### src/rtl/sr_ctrl_pkg.sv
// Shared types for the SR latch controller: FSM state encoding and phase counter width.
package sr_ctrl_pkg;

  localparam int CNT_W = 4;

  typedef enum logic [1:0] {
    ST_IDLE,
    ST_DRIVE,
    ST_SETTLE,
    ST_CHECK
  } state_t;

endpackage

### src/rtl/sr_phase_timer.sv
// Saturating down-counter that times the DRIVE and SETTLE phases.
module sr_phase_timer
  import sr_ctrl_pkg::*;
(
  input  logic             clk,
  input  logic             rst,
  input  logic             load,
  input  logic [CNT_W-1:0] load_value,
  input  logic             tick,
  output logic             expired
);

  logic [CNT_W-1:0] cnt_q;

  // Holds at zero rather than wrapping, so a stray tick can never restart a phase.
  always_ff @(posedge clk or posedge rst) begin
    if (rst) begin
      cnt_q <= '0;
    end else if (load) begin
      cnt_q <= load_value;
    end else if (tick && (cnt_q != '0)) begin
      cnt_q <= cnt_q - 1'b1;
    end
  end

  assign expired = (cnt_q == '0);

endmodule

### src/rtl/sr_latch_controller.sv
// Drives set/reset pulses into an external SR latch and verifies its q/q_bar feedback.
module sr_latch_controller
  import sr_ctrl_pkg::*;
#(
  parameter int PULSE_CYCLES  = 2,
  parameter int SETTLE_CYCLES = 1
) (
  input  logic clk,
  input  logic rst,
  input  logic set_req,
  input  logic clr_req,
  input  logic q_fb,
  input  logic q_bar_fb,
  output logic s,
  output logic r,
  output logic busy,
  output logic done,
  output logic err,
  output logic q_exp
);

  // Timer loads hold (cycles - 1): the loading edge itself starts the first cycle.
  localparam logic [CNT_W-1:0] PULSE_LD  = CNT_W'(PULSE_CYCLES - 1);
  localparam logic [CNT_W-1:0] SETTLE_LD = CNT_W'((SETTLE_CYCLES == 0) ? 0 : SETTLE_CYCLES - 1);

  state_t           state_q;
  logic             s_q, r_q, busy_q, done_q, err_q, q_exp_q, prio_set_q;
  logic             req_any, grant_set, fb_bad;
  logic             tmr_load, tmr_tick, tmr_expired;
  logic [CNT_W-1:0] tmr_value;

  assign req_any   = set_req | clr_req;
  assign grant_set = set_req & (~clr_req | prio_set_q);
  assign fb_bad    = (q_fb != q_exp_q) || (q_bar_fb == q_exp_q);

  always_comb begin
    tmr_load  = 1'b0;
    tmr_tick  = 1'b0;
    tmr_value = '0;
    case (state_q)
      ST_IDLE: begin
        tmr_load  = req_any;
        tmr_value = PULSE_LD;
      end
      ST_DRIVE: begin
        if (tmr_expired) begin
          tmr_load  = (SETTLE_CYCLES != 0);
          tmr_value = SETTLE_LD;
        end else begin
          tmr_tick = 1'b1;
        end
      end
      ST_SETTLE: tmr_tick = ~tmr_expired;
      default: ;
    endcase
  end

  sr_phase_timer u_timer (
    .clk        (clk),
    .rst        (rst),
    .load       (tmr_load),
    .load_value (tmr_value),
    .tick       (tmr_tick),
    .expired    (tmr_expired)
  );

  // Feedback is sampled on the edge entering CHECK so err and done rise together.
  always_ff @(posedge clk or posedge rst) begin
    if (rst) begin
      state_q    <= ST_IDLE;
      s_q        <= 1'b0;
      r_q        <= 1'b0;
      busy_q     <= 1'b0;
      done_q     <= 1'b0;
      err_q      <= 1'b0;
      q_exp_q    <= 1'b0;
      prio_set_q <= 1'b1;
    end else begin
      done_q <= 1'b0;
      case (state_q)
        ST_IDLE: begin
          if (req_any) begin
            state_q <= ST_DRIVE;
            busy_q  <= 1'b1;
            q_exp_q <= grant_set;
            s_q     <= grant_set;
            r_q     <= ~grant_set;
            if (set_req && clr_req) prio_set_q <= ~prio_set_q;
          end
        end
        ST_DRIVE: begin
          if (tmr_expired) begin
            s_q <= 1'b0;
            r_q <= 1'b0;
            if (SETTLE_CYCLES == 0) begin
              state_q <= ST_CHECK;
              done_q  <= 1'b1;
              err_q   <= err_q | fb_bad;
            end else begin
              state_q <= ST_SETTLE;
            end
          end
        end
        ST_SETTLE: begin
          if (tmr_expired) begin
            state_q <= ST_CHECK;
            done_q  <= 1'b1;
            err_q   <= err_q | fb_bad;
          end
        end
        default: begin
          state_q <= ST_IDLE;
          busy_q  <= 1'b0;
        end
      endcase
    end
  end

  assign s     = s_q;
  assign r     = r_q;
  assign busy  = busy_q;
  assign done  = done_q;
  assign err   = err_q;
  assign q_exp = q_exp_q;

endmodule

### config.mk
export PLATFORM = sky130hd
export DESIGN_NAME = sr_latch_controller
export DESIGN_NICKNAME = d
export VERILOG_FILES = /design/src/rtl/sr_ctrl_pkg.sv /design/src/rtl/sr_phase_timer.sv /design/src/rtl/sr_latch_controller.sv
export SDC_FILE = /design/constraint.sdc
export NUM_CORES = 1
export LEC_CHECK = 0
export CAP_MARGIN = 15
export CORE_MARGIN = 2
export CORE_UTILIZATION = 49
export CTS_CLUSTER_DIAMETER = 40
export CTS_CLUSTER_SIZE = 12
export DETAILED_ROUTE_END_ITERATION = 8
export PLACE_DENSITY = 0.75
export SYNTH_ARGS = -nofsm -noshare
export SYNTH_HDL_FRONTEND = slang
export SYNTH_SLANG_ARGS = --single-unit
### constraint.sdc
create_clock -name clk -period 1.6 [get_ports clk]
set_input_delay 0.4 -clock clk [delete_from_list [all_inputs] [get_ports clk]]
set_output_delay 0.4 -clock clk [all_outputs]
set_load 0.05 [all_outputs]
run_1/power_grid.png
Scale bar: 10 µm. Pins as bars on the die edge.
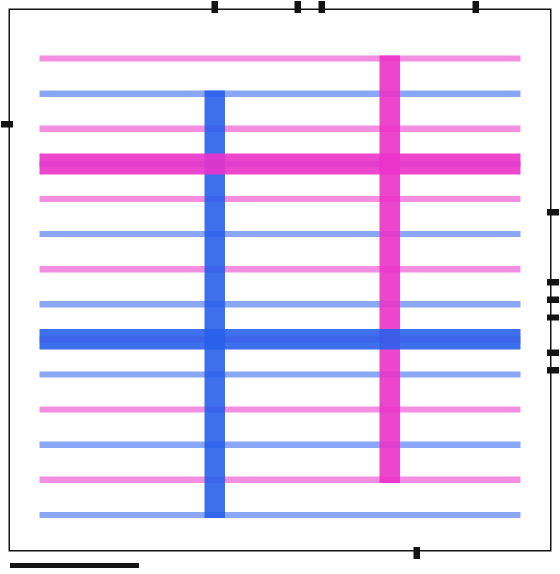
net	colour
VSS	blue
VDD	magenta
rows	13
signal pins	12

run_1/placement_by_type.png
Scale bar: 10 µm.
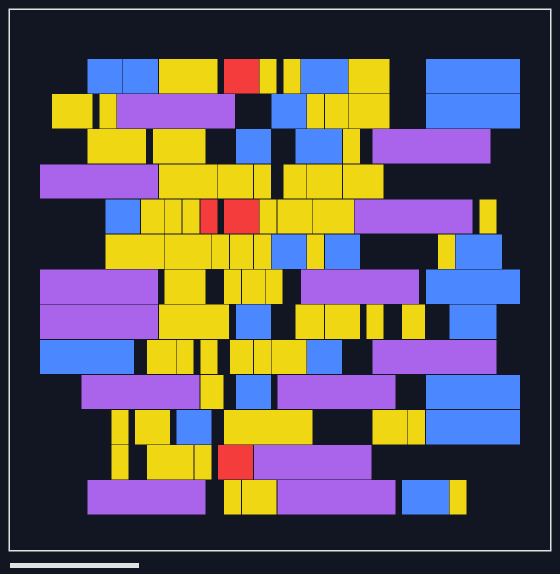
class	colour	cells
flops	purple	13
clock drivers and dummy loads	red	4
other buffers and delay cells	blue	22
combinational and other logic	yellow	59
Finished Cell Area: 0.00100 mm²
flop share of the area: 32.6%
final core utilization: 76.1%
core area: 0.00132 mm²
FP Rows: 13

==> results.toml, run 1 <==
# implementation run metrics
[run_status]
status = "finished with violations"
violations = "negative setup slack"

[detailed_routing]
drcViolationCount = 0
antenna_left = 0
drt-total-wl_um = 1610
post_drt_via_cell_ratio = 5.42
first_iter_violations = 9
firstDrtPassIters = 4
avgRoutedWirePerCell_um = 14.2
vias = 613

[clocking]
cts.clk_slew.worst_paths_ps = 80
cts_root_buffer = "clkbuf_4"
h-tree-depth = 1
clock_path_buffers = 2
cts_sinks = 13
cts_hold_buffers = 0
numCtsBuffers = 3
cts_tree = "built"

[placed_design]
gp_congestion = 0.757
io_buffer_count = 11
dp_hpwl_um = 1170
pre_cts_slack_ps = -89.3
dpl_cell_area_um2 = 936

[critical_path]
crit_family = "flip-flops"
cp-end-kind = "register"
slowest_delay_ps = 410
critical_path.max_fanout = 7
startpoint = "u_timer.cnt_q[1]"
worstPathBufferInverterCount = 2
worstPathRequired_ps = 1770
crit_type = "register to register"
cp-start-kind = "register"
crit_path_top_delay_cell = "dfrtp_1"
crit_chain = "inv_1 > ha_2 > nor3b_4 > buf_4 > nor2_1 > a211o_1"
r2r_start = "u_timer.cnt_q[1]"
arrival_ps = 1780

[logic_synthesis]
fp_nets = 83
syn_area_um2 = 702
avgSynthCellArea_um2 = 9.75
synthCells = 72
synth.area.top_cells = "dfrtp_1, ha_1, nor2_1"
yosys_warnings = 0
top_area_share_pct = 42.8
ys_area_um2 = 702
top_area_cell = "dfrtp_1"
ys_seq_share_pct = 46.5
synth_cell_types = 27
ys_cells = 72
ys_ff = 13

[layout]
syn2layout_area_growth_pct = 42.8
fill_cells = 80
diodes = 0
drive_gt1_share_pct = 26.5
nNetsFinal = 110

[global_routing]
grt_pass1_vias = 590
grtUsageTotal_pct = 17.9
grt_max_degree = 14
overflow = 0
grt_pass1_wl_um = 2350
antenna_found_initial = 0

[final_timing]
setup_tns_ps = -4.36
drv_slew = 0
fin_ws_ps = -4.36
tightest_slew_ps = 481
hold-worst-slack_ps = 416
max_freq_mhz = 623
setup_viol = 1
finalHoldViolCount = 0
grt_setup_unrepaired = "true"
finalCritPeriodShare_pct = 100
timing.slew.headroom_pct = 67.9
fin_crit_ps = 1600

[floorplanning]
die_area_mm2 = 0.00175
die_h_um = 41.9
dieWidth_um = 41.9
num_io_pins = 12
initial_core_util_pct = 53.3

[power_and_ir_drop]
p_leak_nw = 0.475
netSwitchingPower_mw = 1.01
powerDensity_mw_per_mm2 = 2340
peakVddDrop_v = 0.00130
seq_power_share_pct = 27.1
swShare_pct = 43.2
p_int_mw = 1.33
pwr-share-comb_pct = 63.9

[hold_path]
hp-class = "primary input to asynchronous set/reset pin"

[job]
warnings = 30
cap_violations = 0
run_1/clk_routes.png
Scale bar: 10 µm.
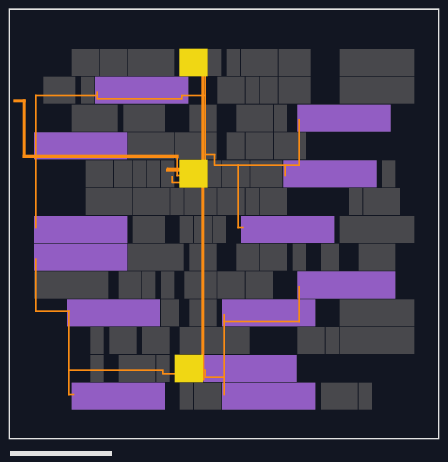
[clock wires] orange | length: 186 µm
[flip-flops] purple | count: 13
[clock drivers] yellow | count: 3
flops lie	widely spread
clk latency late pin: 290 ps
Clk power: 213 µW
clock network power share: 9.1%
Fin Clk Skew: 8.34 ps

run 1: cell usage after synthesis, drive strengths merged:
library cell,count
nor3,1
nand2b,1
xnor2,1
o21a,1
a22o,1
nor3b,2
o21ai,1
nand3,1
nor2,12
mux2i,2
mux2,1
dfstp,1
o22ai,1
o31ai,2
nand2,6
o22a,1
a21o,1
inv,8
o2bb2ai,2
and2,1
ha,5
a21oi,5
a211o,1
dfrtp,12
a22oi,1
or3,1
run 1: what timing repair did:
| action | CTS | global route |
|---|---|---|
| resized | 0 | 1 |
| setup endpoints to repair | 0 | 7 |
| buffers inserted | 0 | 5 |
run 1: state kept, by name, indices dropped and copies added, names as in the netlist:
name and cells:
u_timer.cnt_q 4, state_q 2, busy 1, done 1, err 1, prio_set_q 1
q_exp 1, r 1, s 1
run 1: power groups by stage:
stage	clock [mW]	sequential (mW)	combinational [mW]
after global routing	0.231	0.649	1.60
after CTS	0.213	0.642	1.39
after floorplan	0	0.811	0.651
final	0.213	0.635	1.50
after detailed placement	0	0.648	1.39
after global placement	0	0.635	1.33
run 1: layer usage:
metal / up-vias / wire (µm) / global-route usage, %
met2: 10 / 878 / 33.1
met1: 300 / 650 / 18.8
li1: 298 / - / -
met3: 5 / 40 / 3.04
met4: 0 / 36 / 9.68
met5: - / 0 / 0
run 1: path summary, 6_finish.rpt:
| kind | endpoint | slack (ps) | cells past startpoint |
|---|---|---|---|
| worst max register to register | u_timer.cnt_q[0] | -4 | 6 |
| worst min register to register | u_timer.cnt_q[0] | 520 | 1 |
| worst min-delay path | q_exp | 420 | 2 |
| max in group asynchronous | prio_set_q | 830 | 2 |
| min in group clk | u_timer.cnt_q[0] | 520 | 1 |
| worst max-delay path | u_timer.cnt_q[0] | -4 | 6 |
run 1: area by class of cell:
type | instances | area (µm²) | area share, %
inverter | 8 | 30.0 | 3.00
multi-input combinational | 51 | 348 | 34.7
timing repair buffer | 22 | 253 | 25.2
tap | 15 | 18.8 | 1.87
sequential | 13 | 327 | 32.6
clock buffer | 4 | 26.3 | 2.62
run 1: metrics by stage:
| stage | utilization (%) | cells | power [mW] |
|---|---|---|---|
| floorplan | - | 72 | 1.46 |
| global placement | 71.0 | 104 | 1.97 |
| detailed placement | 71.0 | 104 | 2.04 |
| CTS | 73.0 | 108 | 2.25 |
| global route | 76.1 | 113 | 2.48 |
| finish | 76.1 | 113 | 2.35 |
run 1: cell usage in the layout, fill, tap and decap left out, types with 2 or more instances in the layout:
master,n
dfrtp_1,12
o31ai_1,2
o2bb2ai_1,2
buf_4,11
buf_12,6
a21oi_1,5
clkdlybuf4s50_1,5
clkbuf_4,3
nand2_1,6
inv_1,8
mux2i_1,2
nor2_1,12
ha_1,4
run 1: kinds of logic (layout without fill, tap and decap cells):
kind of cell             count (synthesis)  after routing  synth area share, %
AND/OR/NAND/NOR                         25             25                 17.8
AND-OR/OR-AND                           17             17                 16.8
flip-flops                              13             13                 46.5
buffers and inverters                    8             34                 4.28
adder cells (fa/ha/maj)                  5              5                 8.91
multiplexers                             3              3                 4.46
XOR/XNOR                                 1              1                 1.25
==> run 2: changes to the inputs <==
--- a/config.mk
+++ b/config.mk
@@ -5,13 +5,14 @@
 export SDC_FILE = /design/constraint.sdc
 export NUM_CORES = 1
 export LEC_CHECK = 0
-export CAP_MARGIN = 15
+export CAP_MARGIN = 20
 export CORE_MARGIN = 2
 export CORE_UTILIZATION = 49
 export CTS_CLUSTER_DIAMETER = 40
 export CTS_CLUSTER_SIZE = 12
 export DETAILED_ROUTE_END_ITERATION = 8
-export PLACE_DENSITY = 0.75
+export PLACE_DENSITY = 0.73
+export RECOVER_POWER = 50
 export SYNTH_ARGS = -nofsm -noshare
 export SYNTH_HDL_FRONTEND = slang
 export SYNTH_SLANG_ARGS = --single-unit
run_2/placement_by_type.png
Scale bar: 10 µm.
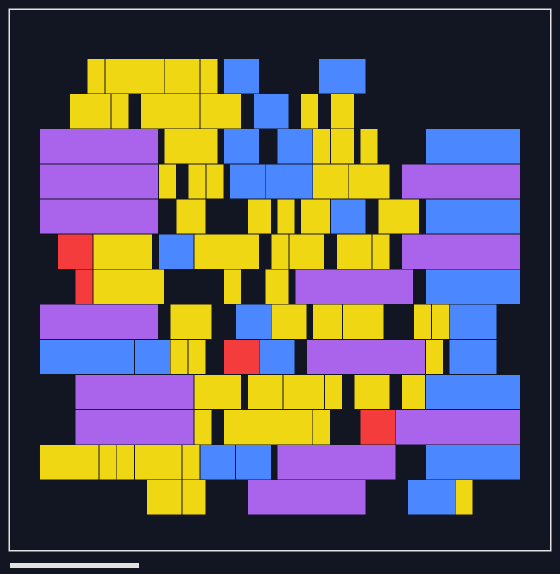
class	colour	cells
flops	purple	13
other buffers and delay cells	blue	23
clock drivers and dummy loads	red	4
combinational and other logic	yellow	59

==> results.toml, run 2 <==
# implementation run metrics
[run_status]
status = "complete, no violations"

[clocking]
cts.clk_slew.worst_paths_ps = 70
cts_root_buffer = "clkbuf_4"
cts_sinks = 13
cts_hold_buffers = 0
numCtsBuffers = 3
clock_path_buffers = 2

[detailed_routing]
vias = 588
drcViolationCount = 0
post_drt_via_cell_ratio = 5.16
avgRoutedWirePerCell_um = 13.1
antenna_left = 0
drt-total-wl_um = 1500
first_iter_violations = 14

[logic_synthesis]
ys_ff = 13
synth.area.top_cells = "dfrtp_1, ha_1, nor2_1"
flop_cell = "dfrtp_1"
common_cells = "dfrtp_1, nor2_1, inv_1"
async_flop_share_pct = 100
avgSynthCellArea_um2 = 9.75
fp_nets = 83
ys_cells = 72
syn_area_um2 = 702
synthCells = 72
top_area_cell = "dfrtp_1"
synth-edff-count = 0
synth_cell_types = 27
ys_area_um2 = 702
yosys_warnings = 0

[floorplanning]
dieWidth_um = 41.9
num_io_pins = 12
die_area_mm2 = 0.00175
placementRows = 13
core_area_mm2 = 0.00132

[global_routing]
grt_pass1_wl_um = 2420
antenna_found_initial = 0
grt_pass1_vias = 583
overflow = 0

[layout]
largestRegisters = "u_timer.cnt_q x4, state_q x2"
nNetsFinal = 111
largest_reg_flops = 4
diodes = 0

[final_timing]
finalHoldViolCount = 0
fin_crit_ps = 1590
fin_skew_ps = 6.57
setup_tns_ps = 0
fin_ws_ps = 5.03
max_freq_mhz = 627
finalCritPeriodShare_pct = 99.7
timing.slew.headroom_pct = 68.4
hold-worst-slack_ps = 514

[job]
cap_violations = 0

[critical_path]
worstPathRequired_ps = 1760
rrSetupSlack_ps = 5
r2r_start = "u_timer.cnt_q[0]"

[power_and_ir_drop]
peakVddDrop_v = 0.00157
p_leak_nw = 0.484
p_total_mw = 2.40

[placed_design]
dp_hpwl_um = 1160
gp_congestion = 0.788

[hold_path]
hold_depth = 1
-- run 2: cell counts after synthesis --
Identical to the previous run, type by type.
-- run 2: kinds of logic (layout without fill, tap and decap cells) --
| kind of cell | Yosys count | after routing | share of synthesized area (%) |
|---|---|---|---|
| AOI/OAI and AO/OA | 17 | 17 | 16.8 |
| buffers and inverters | 8 | 35 | 4.28 |
| and+or+nand+nor | 25 | 25 | 17.8 |
| DFF | 13 | 13 | 46.5 |
| adders and majority gates | 5 | 5 | 8.91 |
| muxes | 3 | 3 | 4.46 |
| xor gates and xnor gates | 1 | 1 | 1.25 |
-- run 2: worst max path at each step --
stage | end | slack (ps) | from | depth (start not counted)
5_1_grt | u_timer.cnt_q[1] | -120 | u_timer.cnt_q[1] | 6
3_5_place_dp | state_q[0] | -150 | clr_req | 6
4_1_cts | u_timer.cnt_q[0] | 7 | u_timer.cnt_q[1] | 5
6_report | u_timer.cnt_q[0] | 5 | u_timer.cnt_q[0] | 6
2_1_floorplan | u_timer.cnt_q[2] | 160 | state_q[0] | 5
3_3_place_gp | state_q[0] | -80 | clr_req | 6
-- run 2: routing by layer --
metal | vias up | share of wire [%] | GRT usage, %
met3 | 5 | 5.1 | 8.70
met4 | 0 | 1.8 | 7.74
li1 | 301 | - | -
met2 | 13 | 48 | 33.4
met5 | - | 0 | 0
met1 | 269 | 45 | 18.4
-- run 2: cell type report --
type,instances,area (µm²),area share (%)
multi-input cells,51,363,35.4
flip-flops and latches,13,327,31.9
repair buffers,23,260,25.4
inverters,8,30.0,2.93
clock buffers,4,26.3,2.56
well taps,15,18.8,1.83
-- run 2: through the flow --
step	cells	instance area, µm²	utilization [%]
3_5_place_dp	106	951	72.2
3_3_place_gp	106	951	72.2
5_1_grt	114	1020	77.8
2_1_floorplan	72	702	-
4_1_cts	110	977	74.2
6_report	114	1020	77.8
-- run 2: worst max-delay path: stages (launching register included) --
cell and delay (ps):
dfrtp_1 390, inv_1 90, ha_1 180, nor3b_4 350, buf_4 180, nor2_1 40
a211o_1 260
-- run 2: power breakdown --
part | switching (mW) | total [mW] | internal, mW
Combinational | 0.767 | 1.57 | 0.803
Sequential | 0.153 | 0.640 | 0.488
Clock | 0.0961 | 0.193 | 0.0968
Total | 1.02 | 2.40 | 1.39
-- run 2: what timing repair did --
item | CTS | global route
gates resized | 0 | 5
endpoints found under the hold margin | 0 | 0
setup buffers | 0 | 4
setup endpoints to repair | 0 | 7
No activity file was given, so power comes from the tool's default toggle rates.
